==> images/clock_nets.png <==
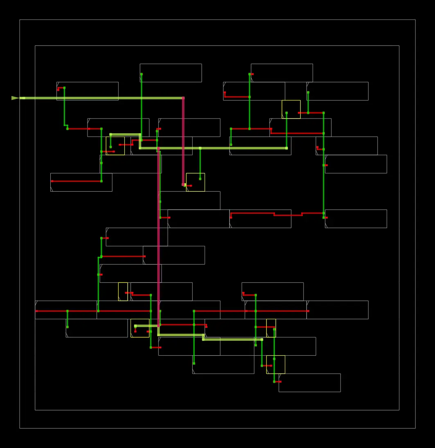
==> images/m3.png <==
Scale: 8 px per um.
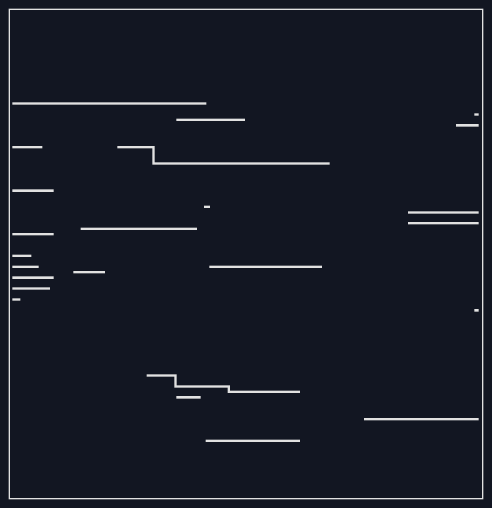
==> images/clock_wires.png <==
Scale: 8 px per um.
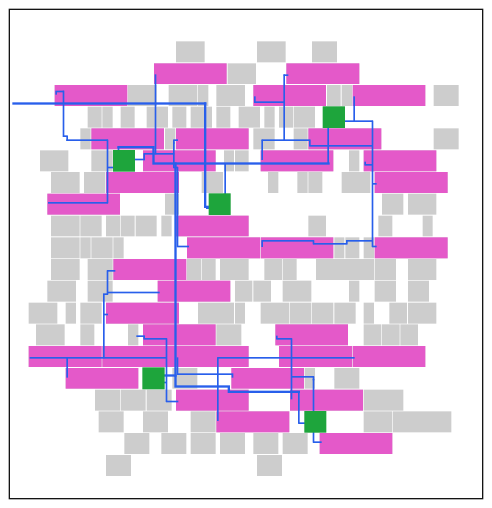
[src/rtl/serial_adder.sv]
// Bit-serial adder: one full-adder cell and a carry flop, LSB first.
// Optional subtract mode via `define SERIAL_ADDER_SUB_EN.
module serial_adder #(
  parameter int WIDTH = 8
) (
  input  logic             clk,
  input  logic             rst_n,
  input  logic             start,
`ifdef SERIAL_ADDER_SUB_EN
  input  logic             sub,
`endif
  input  logic [WIDTH-1:0] a,
  input  logic [WIDTH-1:0] b,
  output logic [WIDTH-1:0] sum,
  output logic             cout,
  output logic             busy,
  output logic             done
);

  localparam int CW = $clog2(WIDTH + 1);
  localparam logic [CW-1:0] LAST = CW'(WIDTH - 1);

  localparam logic [1:0] S_IDLE = 2'd0;
  localparam logic [1:0] S_RUN  = 2'd1;
  localparam logic [1:0] S_DONE = 2'd2;

  logic [1:0]       r_state;
  logic [WIDTH-1:0] r_a;
  logic [WIDTH-1:0] r_b;
  logic [WIDTH-1:0] r_sum;
  logic [CW-1:0]    r_cnt;
  logic             r_c;
  logic             r_cout;
  logic             r_busy;
  logic             r_done;

  logic             w_sub;
  logic [WIDTH-1:0] w_b_ld;
  logic             w_s;
  logic             w_c;
  logic             w_accept;
  logic             w_last;
  logic [WIDTH-1:0] w_sum_nxt;

`ifdef SERIAL_ADDER_SUB_EN
  assign w_sub = sub;
`else
  assign w_sub = 1'b0;
`endif

  // Subtract is a + ~b + 1: invert b at load, seed carry with 1.
  assign w_b_ld   = w_sub ? ~b : b;
  assign w_s      = r_a[0] ^ r_b[0] ^ r_c;
  assign w_c      = (r_a[0] & r_b[0])
                  | (r_a[0] & r_c)
                  | (r_b[0] & r_c);
  assign w_accept = start
                  & ((r_state == S_IDLE)
                  |  (r_state == S_DONE));
  assign w_last   = (r_state == S_RUN)
                  & (r_cnt == LAST);

  generate
    if (WIDTH == 1) begin : g_w1
      assign w_sum_nxt = w_s;
    end else begin : g_wn
      assign w_sum_nxt = {w_s, r_sum[WIDTH-1:1]};
    end
  endgenerate

  always_ff @(posedge clk or negedge rst_n) begin
    if (!rst_n) begin
      r_state <= S_IDLE;
      r_a     <= '0;
      r_b     <= '0;
      r_sum   <= '0;
      r_cnt   <= '0;
      r_c     <= 1'b0;
      r_cout  <= 1'b0;
      r_busy  <= 1'b0;
      r_done  <= 1'b0;
    end else if (w_accept) begin
      r_state <= S_RUN;
      r_a     <= a;
      r_b     <= w_b_ld;
      r_c     <= w_sub;
      r_cnt   <= '0;
      r_sum   <= '0;
      r_busy  <= 1'b1;
      r_done  <= 1'b0;
    end else begin
      r_done <= 1'b0;
      unique case (1'b1)
        (r_state == S_RUN): begin
          r_a   <= r_a >> 1;
          r_b   <= r_b >> 1;
          r_c   <= w_c;
          r_sum <= w_sum_nxt;
          r_cnt <= r_cnt + CW'(1);
          if (w_last) begin
            r_state <= S_DONE;
            r_cout  <= w_c;
            r_busy  <= 1'b0;
            r_done  <= 1'b1;
          end
        end
        default: begin
          r_state <= S_IDLE;
        end
      endcase
    end
  end

  assign sum  = r_sum;
  assign cout = r_cout;
  assign busy = r_busy;
  assign done = r_done;

endmodule

[config.mk]
export PLATFORM = sky130hd
export DESIGN_NAME = serial_adder
export DESIGN_NICKNAME = d
export VERILOG_FILES = /design/src/rtl/serial_adder.sv
export SDC_FILE = /design/constraint.sdc
export NUM_CORES = 1
export LEC_CHECK = 0
export ABC_CLOCK_PERIOD_IN_PS = 1500
export CAP_MARGIN = 0
export CORE_AREA = 2 2 57 59
export CTS_CLUSTER_DIAMETER = 200
export DETAILED_ROUTE_END_ITERATION = 6
export DIE_AREA = 0 0 59 61
export PLACE_DENSITY_LB_ADDON = 0.25
export SETUP_SLACK_MARGIN = 0.05
export SYNTH_ARGS = -nofsm -noshare
export SYNTH_HDL_FRONTEND = slang
export SYNTH_SLANG_ARGS = --single-unit
[constraint.sdc]
create_clock -name clk -period 1.5 [get_ports clk]
set_input_delay 0.3 -clock clk [delete_from_list [all_inputs] [get_ports clk]]
set_output_delay 0.3 -clock clk [all_outputs]
set_load 0.02 [all_outputs]
==> results_dict.tcl <==
# collected from the flow reports
set metrics [dict create \
    cp_slowest_cell "dfrtp_1" \
    crit_path_start "sum[7]" \
    logic_area_um2 484 \
    met3WireLength_um 189 \
    grt_antenna_before_repair 0 \
    common_cells "34 x dfrtp_1, 14 x a22oi_1, 14 x nand2_1" \
    r2r-end "sum[4]" \
    yosys.area_share.xor_xnor 0 \
    min_path_type "in2async" \
    status "finished clean" \
    crit_fanout 3 \
    grt.met3_usage 0.0661 \
    gp_congestion 0.757 \
    antenna_left 0 \
    first_iter_violations 32 \
    top_area_cell "dfrtp_1" \
    min_period_ps 1380 \
    coreArea_mm2 0.00295 \
    ctsHtreeMaxLevel 2 \
    synthTopCellsByArea "dfrtp_1 60%, a22oi_1 7.4%, a22o_1 6.2%, nand3_1 4.6%, nand2_1 3.7%" \
    synth-seq-cells 34 \
    grt_busiest_layer "met2" \
    synthCells 123 \
    finalCritPeriodShare 0.918 \
    finalInstanceArea_mm2 0.00177 \
    drc 0 \
    met2_usage 0.283 \
    peakVddDrop_mv 1.03 \
    crit_type "reg2out" \
    report.final.slew_viol_count 0 \
    dpl.cell_count 180 \
    worst-path-stages 1 \
    initCoreUtil 0.480 \
    die_h_um 61 \
    netlist-cell-type-count 25 \
    grt_pass1_wl_mm 4.63 \
    layout-drive-gt1-share 0.0844 \
    route.met2.wl_mm 1.28 \
    num_rows 20 \
    grt_use_met1 0.225 \
    placedInstanceArea_mm2 0.00174 \
    p_leak_nw 0.866 \
    critPathTopFamily "flip-flops" \
    max_slew.worst_pin.slew_ps 494 \
    grt_setup_unrepaired "no" \
    die_x_um 59 \
    cts_hold_buffers 0 \
    critPathLaunchType "register" \
    grt_overflow 0 \
    final_util 0.601 \
    flop_cell "dfrtp_1" \
    topRoutingLayerUsed "met4" \
    cts_tree "built" \
    edf_count 0 \
    drv_cap 0 \
    vias_per_cell 5.59 \
    fin_setup_tns_ps 0 \
    final_hold_viol_count 0 \
    cts_buffer_depth 2 \
    critPathBufInv 1 \
    ys_cells 123 \
    crit_end "sum[7]" \
    layout_top_cell "dfrtp_1" \
    grt_pass1_vias 1034 \
    reg2reg_depth 3 \
    synth_top_cell_by_count "dfrtp_1" \
    warnings 26 \
    wl_met1_mm 1.23 \
    syn_nets 144 \
    syn_to_final_growth_pct 25.2 \
    synth_simple_gate_area_share 0.134 \
    power_density_mw_per_mm2 1980 \
    cts_resized 12 \
    synth_area_mm2 0.00142 \
    yosys.area_share.aoi 0.169 \
    regArea_um2 851 \
    fin_ws_ps 123 \
    num_io_pins 30 \
    arrival_ps 1080 \
]
## Picture notes: clock_nets.png
CTS sink cnt: 34
Worst-Skew Late Latency: 330 ps
total CTS buffers: 5

## Picture notes: m3.png
The wires run mostly horizontal. The longest straight run is 23.9 um. The layer holds 6.9% of the routed length. 22 nets have wire on it. The layer carries 190 um of wire.
via count: 1045
Total Wirelength: 2.73 mm

## Picture notes: clock_wires.png
Key: magenta = flip-flops [count 34]; blue = clock wires [length 371 um]; green = clock-net drivers [count 5]
There are 6 routed clock nets.
clock network power share: 0.128
Worst Skew: 9.32 ps
Clk. pwr: 0.449 mW

-- flip-flops by register name, summed over array words and instances (netlist names) --
register	count
busy	1
cout	1
done	1
r_a	8
r_b	8
r_c	1
r_cnt	4
r_state	2
sum	8
-- report_power, final --
part           internal [mW]  switching (mW)
logic                  0.666           0.844
clock network          0.176           0.272
registers               1.31           0.241
-- worst min-delay path by stage --
stage,to,startpoint,cells after the start
floorplan,busy,rst_n,0
global placement,r_cnt[3],r_cnt[3],1
detailed placement,r_a[4],r_a[4],2
CTS,r_a[0],rst_n,2
global route,r_a[5],rst_n,2
finish,r_a[0],rst_n,2
-- cell type report --
cell class                      instances  share of cell area
Sequential cell                        34               0.480
Tap cell                               33              0.0233
Timing Repair Buffer                   35               0.188
Multi-Input combinational cell         73               0.273
Clock buffer                            7              0.0254
Inverter                                5              0.0106
Power figures rest on the tool's default switching activity, not on a simulated workload.
